--- src/rtl/sram_d_obi_arbiter.sv ---
// ---------------------------------------------------------------------------
// sram_d_obi_arbiter: round-robin 2:1 OBI arbiter for the SRAM data port,
// with address-window check, local error responses and in-order routing.
// Revision: 1.0
// ---------------------------------------------------------------------------
`default_nettype none

module sram_d_obi_arbiter #(
  parameter logic [31:0] SRAM_BASE_ADDR  = 32'h8000_0000,
  parameter logic [31:0] SRAM_END_ADDR   = 32'h8000_C000,
  parameter int unsigned MAX_OUTSTANDING = 2,
  parameter logic [31:0] ERR_RDATA       = 32'hBADC_0FFE
) (
  input  logic        clk_i,
  input  logic        rst_ni,

  input  logic        m0_req_i,
  output logic        m0_gnt_o,
  input  logic [31:0] m0_addr_i,
  input  logic        m0_we_i,
  input  logic [3:0]  m0_be_i,
  input  logic [31:0] m0_wdata_i,
  output logic        m0_rvalid_o,
  output logic [31:0] m0_rdata_o,
  output logic        m0_err_o,

  input  logic        m1_req_i,
  output logic        m1_gnt_o,
  input  logic [31:0] m1_addr_i,
  input  logic        m1_we_i,
  input  logic [3:0]  m1_be_i,
  input  logic [31:0] m1_wdata_i,
  output logic        m1_rvalid_o,
  output logic [31:0] m1_rdata_o,
  output logic        m1_err_o,

  output logic        sram_d_req_o,
  input  logic        sram_d_gnt_i,
  output logic [31:0] sram_d_addr_o,
  output logic        sram_d_we_o,
  output logic [3:0]  sram_d_be_o,
  output logic [31:0] sram_d_wdata_o,
  input  logic        sram_d_rvalid_i,
  input  logic [31:0] sram_d_rdata_i,

  output logic        illegal_access_o
);

  localparam int unsigned c_IDX_W = $clog2(MAX_OUTSTANDING);
  localparam int unsigned c_PTR_W = c_IDX_W + 1;

  logic                       rr_q;
  logic [c_PTR_W-1:0]         wptr_q, wptr_d;
  logic [c_PTR_W-1:0]         rptr_q, rptr_d;
  logic [MAX_OUTSTANDING-1:0] id_q;
  logic [MAX_OUTSTANDING-1:0] ill_q;
  logic                       err_resp_q, err_resp_d;

  logic        w_any_req;
  logic        w_win;
  logic [31:0] w_addr;
  logic        w_we;
  logic [3:0]  w_be;
  logic [31:0] w_wdata;
  logic        w_legal;
  logic        w_empty;
  logic        w_full;
  logic        w_head_id;
  logic        w_head_ill;
  logic        w_pop_legal;
  logic        w_pop;
  logic        w_block;
  logic        w_gnt;
  logic        w_nxt_ill;
  logic [31:0] w_rsp_data;

  // Gating with rst_ni keeps every output low for the whole reset window.
  always_comb begin
    w_any_req = rst_ni && (m0_req_i || m1_req_i);
    if (m0_req_i && m1_req_i) begin
      w_win = rr_q;
    end else begin
      w_win = m1_req_i;
    end
  end

  assign w_addr  = w_win ? m1_addr_i  : m0_addr_i;
  assign w_we    = w_win ? m1_we_i    : m0_we_i;
  assign w_be    = w_win ? m1_be_i    : m0_be_i;
  assign w_wdata = w_win ? m1_wdata_i : m0_wdata_i;
  assign w_legal = (w_addr >= SRAM_BASE_ADDR) && (w_addr < SRAM_END_ADDR);

  assign w_empty    = (wptr_q == rptr_q);
  assign w_full     = (wptr_q[c_IDX_W] != rptr_q[c_IDX_W]) &&
                      (wptr_q[c_IDX_W-1:0] == rptr_q[c_IDX_W-1:0]);
  assign w_head_id  = id_q[rptr_q[c_IDX_W-1:0]];
  assign w_head_ill = ill_q[rptr_q[c_IDX_W-1:0]];

  // A pop in the same cycle frees the slot, so a full FIFO can still accept.
  assign w_pop_legal = sram_d_rvalid_i && !w_empty && !w_head_ill;
  assign w_pop       = w_pop_legal || err_resp_q;
  assign w_block     = w_full && !w_pop;
  assign w_gnt       = w_any_req && !w_block && (w_legal ? sram_d_gnt_i : 1'b1);

  assign sram_d_req_o     = w_any_req && w_legal && !w_block;
  assign sram_d_addr_o    = sram_d_req_o ? w_addr  : '0;
  assign sram_d_we_o      = sram_d_req_o && w_we;
  assign sram_d_be_o      = sram_d_req_o ? w_be    : '0;
  assign sram_d_wdata_o   = sram_d_req_o ? w_wdata : '0;
  assign m0_gnt_o         = w_gnt && !w_win;
  assign m1_gnt_o         = w_gnt &&  w_win;
  assign illegal_access_o = w_gnt && !w_legal;

  assign wptr_d = wptr_q + c_PTR_W'(w_gnt);
  assign rptr_d = rptr_q + c_PTR_W'(w_pop);

  // err_resp_q tracks "next cycle's head is an illegal entry", so an illegal
  // access answers in the cycle after it becomes (or is pushed as) the head.
  always_comb begin
    if (w_gnt && (rptr_d == wptr_q)) begin
      w_nxt_ill = !w_legal;
    end else begin
      w_nxt_ill = ill_q[rptr_d[c_IDX_W-1:0]];
    end
    err_resp_d = (wptr_d != rptr_d) && w_nxt_ill;
  end

  always_ff @(posedge clk_i or negedge rst_ni) begin
    if (!rst_ni) begin
      rr_q       <= 1'b0;
      wptr_q     <= '0;
      rptr_q     <= '0;
      id_q       <= '0;
      ill_q      <= '0;
      err_resp_q <= 1'b0;
    end else begin
      wptr_q     <= wptr_d;
      rptr_q     <= rptr_d;
      err_resp_q <= err_resp_d;
      if (w_gnt) begin
        rr_q                          <= !w_win;
        id_q[wptr_q[c_IDX_W-1:0]]  <= w_win;
        ill_q[wptr_q[c_IDX_W-1:0]] <= !w_legal;
      end
    end
  end

  assign w_rsp_data  = err_resp_q ? ERR_RDATA : sram_d_rdata_i;
  assign m0_rvalid_o = w_pop && !w_head_id;
  assign m1_rvalid_o = w_pop &&  w_head_id;
  assign m0_rdata_o  = m0_rvalid_o ? w_rsp_data : '0;
  assign m1_rdata_o  = m1_rvalid_o ? w_rsp_data : '0;
  assign m0_err_o    = m0_rvalid_o && err_resp_q;
  assign m1_err_o    = m1_rvalid_o && err_resp_q;

  a_no_push_full: assert property (@(posedge clk_i) disable iff (!rst_ni)
    w_gnt |-> (!w_full || w_pop));
  a_no_pop_empty: assert property (@(posedge clk_i) disable iff (!rst_ni)
    w_pop |-> !w_empty);
  a_rvalid_nonempty: assert property (@(posedge clk_i) disable iff (!rst_ni)
    sram_d_rvalid_i |-> !w_empty);
  a_rvalid_on_illegal: assert property (@(posedge clk_i) disable iff (!rst_ni)
    sram_d_rvalid_i |-> !w_head_ill);

endmodule

`default_nettype wire

--- config.mk ---
export PLATFORM = sky130hd
export DESIGN_NAME = sram_d_obi_arbiter
export DESIGN_NICKNAME = d
export VERILOG_FILES = /design/src/rtl/sram_d_obi_arbiter.sv
export SDC_FILE = /design/constraint.sdc
export NUM_CORES = 1
export LEC_CHECK = 0
export CAP_MARGIN = 5
export CELL_PAD_IN_SITES_DETAIL_PLACEMENT = 1
export CELL_PAD_IN_SITES_GLOBAL_PLACEMENT = 1
export CORE_MARGIN = 2
export CORE_UTILIZATION = 13
export CTS_BUF_LIST = sky130_fd_sc_hd__clkbuf_8 sky130_fd_sc_hd__clkbuf_16
export DETAILED_ROUTE_END_ITERATION = 6
export PLACE_DENSITY = 0.95
export RECOVER_POWER = 50
export SLEW_MARGIN = 40
export SYNTH_ARGS = -nofsm -noshare
export SYNTH_HDL_FRONTEND = slang
export SYNTH_SLANG_ARGS = --single-unit
--- constraint.sdc ---
create_clock -name clk_i -period 5.1 [get_ports clk_i]
set_input_delay 1.02 -clock clk_i [delete_from_list [all_inputs] [get_ports clk_i]]
set_output_delay 1.02 -clock clk_i [all_outputs]
set_load 0.01 [all_outputs]
Fig. 1: run 1, metal 1
Supply wires on this layer in gray.
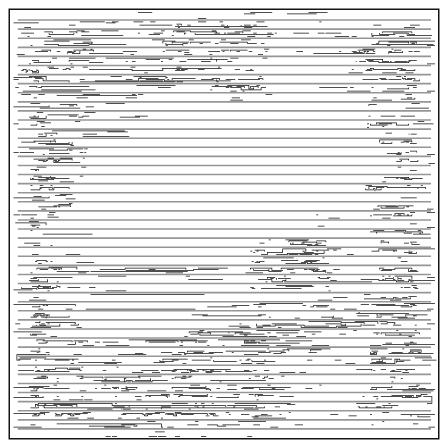
- main direction: horizontal
- nets with wire on the layer: 703
vias after detailed routing: 3,599
wire length reported by the detailed router: 12.71 mm
met1 capacity usage during global routing: 0.1388

Fig. 2: run 1, M2 wires
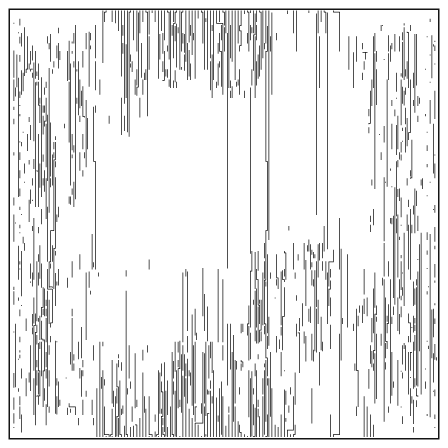
- nets with wire on the layer: 734
- longest straight run: 70.7 um
- main direction: vertical
- wire length on this layer: 6,920 um
- share of all routed wire: 54%

==> flow_summary.html, run 1 <==
<p>Metrics extracted from the flow reports.</p>
<table>
<tr><th>Metric</th><th>Value</th></tr>
<tr><th colspan="2">Run status</th></tr>
<tr><td>Run status</td><td>finished clean</td></tr>
<tr><th colspan="2">Power and ir drop</th></tr>
<tr><td>Max IR drop VDD</td><td>178.1 uV</td></tr>
<tr><th colspan="2">Routing</th></tr>
<tr><td>Routed metal-1 wirelength</td><td>4.438 mm</td></tr>
<tr><td>Number of remaining DRC errors</td><td>0</td></tr>
<tr><th colspan="2">Floorplan</th></tr>
<tr><td>I/O pins</td><td>317</td></tr>
<tr><td>Die W</td><td>128.1 um</td></tr>
<tr><th colspan="2">Synthesis</th></tr>
<tr><td>Asr flop ratio synth</td><td>1.000</td></tr>
<tr><td>Synth top cells by count</td><td>sky130_fd_sc_hd__nand2_1 (116), sky130_fd_sc_hd__nor2_1 (90), sky130_fd_sc_hd__a21oi_1 (53)</td></tr>
<tr><td>Post-synth EDFFs</td><td>0</td></tr>
<tr><td>Top logic cell family in the synthesized netlist</td><td>simple AND/OR/NAND/NOR gates</td></tr>
<tr><th colspan="2">STA</th></tr>
<tr><td>Final hold violation count</td><td>0</td></tr>
<tr><td>Slew at the pin with the worst max-slew slack</td><td>1242 ps</td></tr>
<tr><td>Max-slew violations</td><td>0</td></tr>
<tr><th colspan="2">Finish</th></tr>
<tr><td>Dominant logic cell type in the layout</td><td>sky130_fd_sc_hd__clkdlybuf4s50_1</td></tr>
<tr><td>Clock-cell share of area</td><td>0.01422</td></tr>
<tr><td>Fraction of the core area covered by cells at the end of the flow</td><td>0.3485</td></tr>
<tr><td>Count of multi-input gates</td><td>333</td></tr>
<tr><th colspan="2">Global route</th></tr>
<tr><td>Overflow after GRT</td><td>0</td></tr>
<tr><td>Tot GR Track Use</td><td>0.1453</td></tr>
<tr><th colspan="2">Critical path</th></tr>
<tr><td>Buffers and inverters on the worst path</td><td>5</td></tr>
<tr><th colspan="2">Min path</th></tr>
<tr><td>End point of the worst hold path</td><td>rptr_q[1]</td></tr>
<tr><th colspan="2">Job</th></tr>
<tr><td>Max Cap Viol</td><td>0</td></tr>
<tr><th colspan="2">Clocking</th></tr>
<tr><td>Clock Path Buffers</td><td>2</td></tr>
</table>
Fig. 3: run 1, signal wires on met3
Scale bar: 50 um. Cells faint in the background.
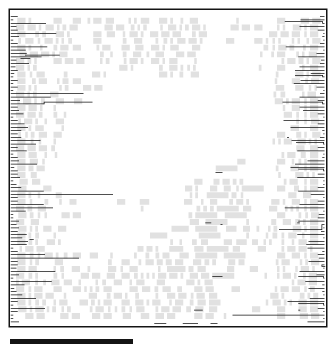
- main direction: horizontal
- longest straight run: 41.2 um
- wire length on this layer: 1,170 um

Fig. 4: run 1, clock routing
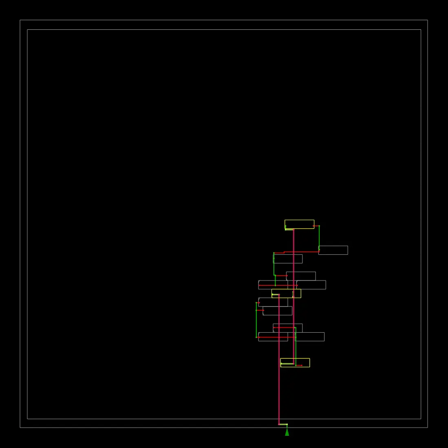

==> inputs of run 2 (changes only) <==
--- a/config.mk
+++ b/config.mk
@@ -6,13 +6,11 @@
 export NUM_CORES = 1
 export LEC_CHECK = 0
 export CAP_MARGIN = 5
-export CELL_PAD_IN_SITES_DETAIL_PLACEMENT = 1
-export CELL_PAD_IN_SITES_GLOBAL_PLACEMENT = 1
-export CORE_MARGIN = 2
-export CORE_UTILIZATION = 13
+export CORE_AREA = 2 2 124 126
 export CTS_BUF_LIST = sky130_fd_sc_hd__clkbuf_8 sky130_fd_sc_hd__clkbuf_16
 export DETAILED_ROUTE_END_ITERATION = 6
-export PLACE_DENSITY = 0.95
+export DIE_AREA = 0 0 126 128
+export HOLD_SLACK_MARGIN = 0.1
 export RECOVER_POWER = 50
 export SLEW_MARGIN = 40
 export SYNTH_ARGS = -nofsm -noshare
Fig. 5: run 2, clock routing
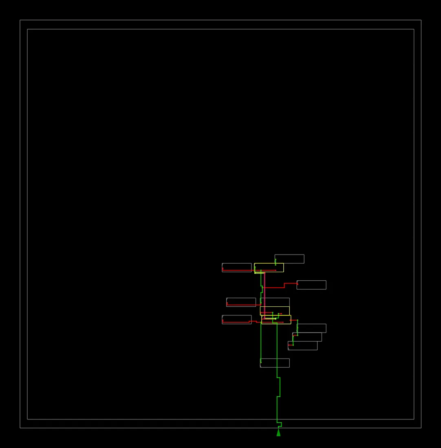
clock latency on the worst-skew pair: 240 ps
CTS sink count: 10

==> flow_summary.html, run 2 <==
<p>Metrics extracted from the flow reports.</p>
<table>
<tr><th>Metric</th><th>Value</th></tr>
<tr><th colspan="2">Routing</th></tr>
<tr><td>Vias after detailed routing</td><td>3,400</td></tr>
<tr><td>Routed metal-1 wirelength</td><td>4.527 mm</td></tr>
<tr><td>Wire length reported by the detailed router</td><td>11.75 mm</td></tr>
<tr><td>Top layer used by detailed routing</td><td>met4</td></tr>
<tr><td>Detailed route wirelength on metal2</td><td>6.243 mm</td></tr>
<tr><td>Number of remaining DRC errors</td><td>0</td></tr>
<tr><th colspan="2">Global route</th></tr>
<tr><td>Most used routing layer</td><td>met2</td></tr>
<tr><td>Largest net degree at the start of global routing</td><td>56</td></tr>
<tr><td>Tot GR Track Use</td><td>0.1333</td></tr>
<tr><td>Met1 capacity usage during global routing</td><td>0.1504</td></tr>
<tr><td>Overflow after GRT</td><td>0</td></tr>
<tr><td>Global-route met3 utilization</td><td>0.02421</td></tr>
<tr><th colspan="2">STA</th></tr>
<tr><td>RSZ-0062 raised after global routing</td><td>no</td></tr>
<tr><td>Slew at the pin with the worst max-slew slack</td><td>1265 ps</td></tr>
<tr><td>Final Cycle Share</td><td>0.9141</td></tr>
<tr><td>Max-slew violations</td><td>0</td></tr>
<tr><td>Final hold violation count</td><td>0</td></tr>
<tr><th colspan="2">Power and ir drop</th></tr>
<tr><td>Fraction of power spent switching nets</td><td>0.4523</td></tr>
<tr><td>Combinational group power</td><td>0.00151 W</td></tr>
<tr><td>Overall Power</td><td>0.001817 W</td></tr>
<tr><td>Max IR drop VDD</td><td>166.7 uV</td></tr>
<tr><th colspan="2">Min path</th></tr>
<tr><td>Type of the most critical hold path</td><td>register to register</td></tr>
<tr><td>End point of the worst hold path</td><td>rptr_q[1]</td></tr>
<tr><th colspan="2">Finish</th></tr>
<tr><td>P&amp;R area growth vs syn</td><td>163.8%</td></tr>
<tr><td>Clock-cell share of area</td><td>0.01421</td></tr>
<tr><td>Inverters, non-clock</td><td>7</td></tr>
<tr><td>Number of fill cells in the layout</td><td>1,615</td></tr>
<tr><td>Dominant logic cell type in the layout</td><td>sky130_fd_sc_hd__clkdlybuf4s50_1</td></tr>
<tr><td>Flip-flops</td><td>10</td></tr>
<tr><td>Count of multi-input gates</td><td>333</td></tr>
<tr><td>Fraction of the core area covered by cells at the end of the flow</td><td>0.3555</td></tr>
<tr><td>Signal buf overhead</td><td>0.5918</td></tr>
<tr><th colspan="2">Placement</th></tr>
<tr><td>Instance count after placement with tap cells included</td><td>852</td></tr>
<tr><td>RePlAce Congestion</td><td>0.7762</td></tr>
<tr><th colspan="2">Synthesis</th></tr>
<tr><td>Post-synth EDFFs</td><td>0</td></tr>
<tr><td>Top logic cell family in the synthesized netlist</td><td>simple AND/OR/NAND/NOR gates</td></tr>
<tr><td>Synth top cells by count</td><td>sky130_fd_sc_hd__nand2_1 (116), sky130_fd_sc_hd__nor2_1 (90), sky130_fd_sc_hd__a21oi_1 (53)</td></tr>
<tr><td>Asr flop ratio synth</td><td>1.000</td></tr>
<tr><td>Cell type with the largest total area</td><td>sky130_fd_sc_hd__nand2_1</td></tr>
<tr><th colspan="2">Job</th></tr>
<tr><td>Max Cap Viol</td><td>0</td></tr>
<tr><th colspan="2">Floorplan</th></tr>
<tr><td>I/O pins</td><td>317</td></tr>
<tr><td>Die W</td><td>126 um</td></tr>
<tr><th colspan="2">Clocking</th></tr>
<tr><td>H-Tree Level Count</td><td>1</td></tr>
<tr><td>Clock Path Buffers</td><td>2</td></tr>
<tr><th colspan="2">Run status</th></tr>
<tr><td>Run status</td><td>finished clean</td></tr>
<tr><th colspan="2">Critical path</th></tr>
<tr><td>Family with the most delay on the worst path</td><td>buffers and inverters</td></tr>
<tr><td>Cell breakdown of the critical path</td><td>clkdlybuf4s50_1, nor4b_1, buf_4, o2111ai_1, a211oi_1, buf_4, o21ai_4, buf_12, a21oi_1, clkdlybuf4s50_1</td></tr>
<tr><td>Buffers and inverters on the worst path</td><td>5</td></tr>
</table>
Fig. 6: run 2, selected gate families
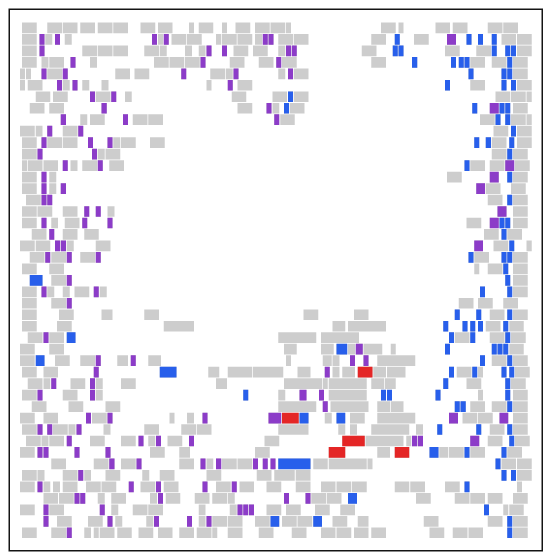
- NOR gates: blue (cells 102; most used nor2_1)
- NAND gates: purple (cells 130; most used nand2_1; where widely spread)
- multiplexers: red (cells 5)
non-filler cells in the finished layout: 855
logic gate fraction of the total cell area: 0.2972

Power and IR drop assume default switching activity.
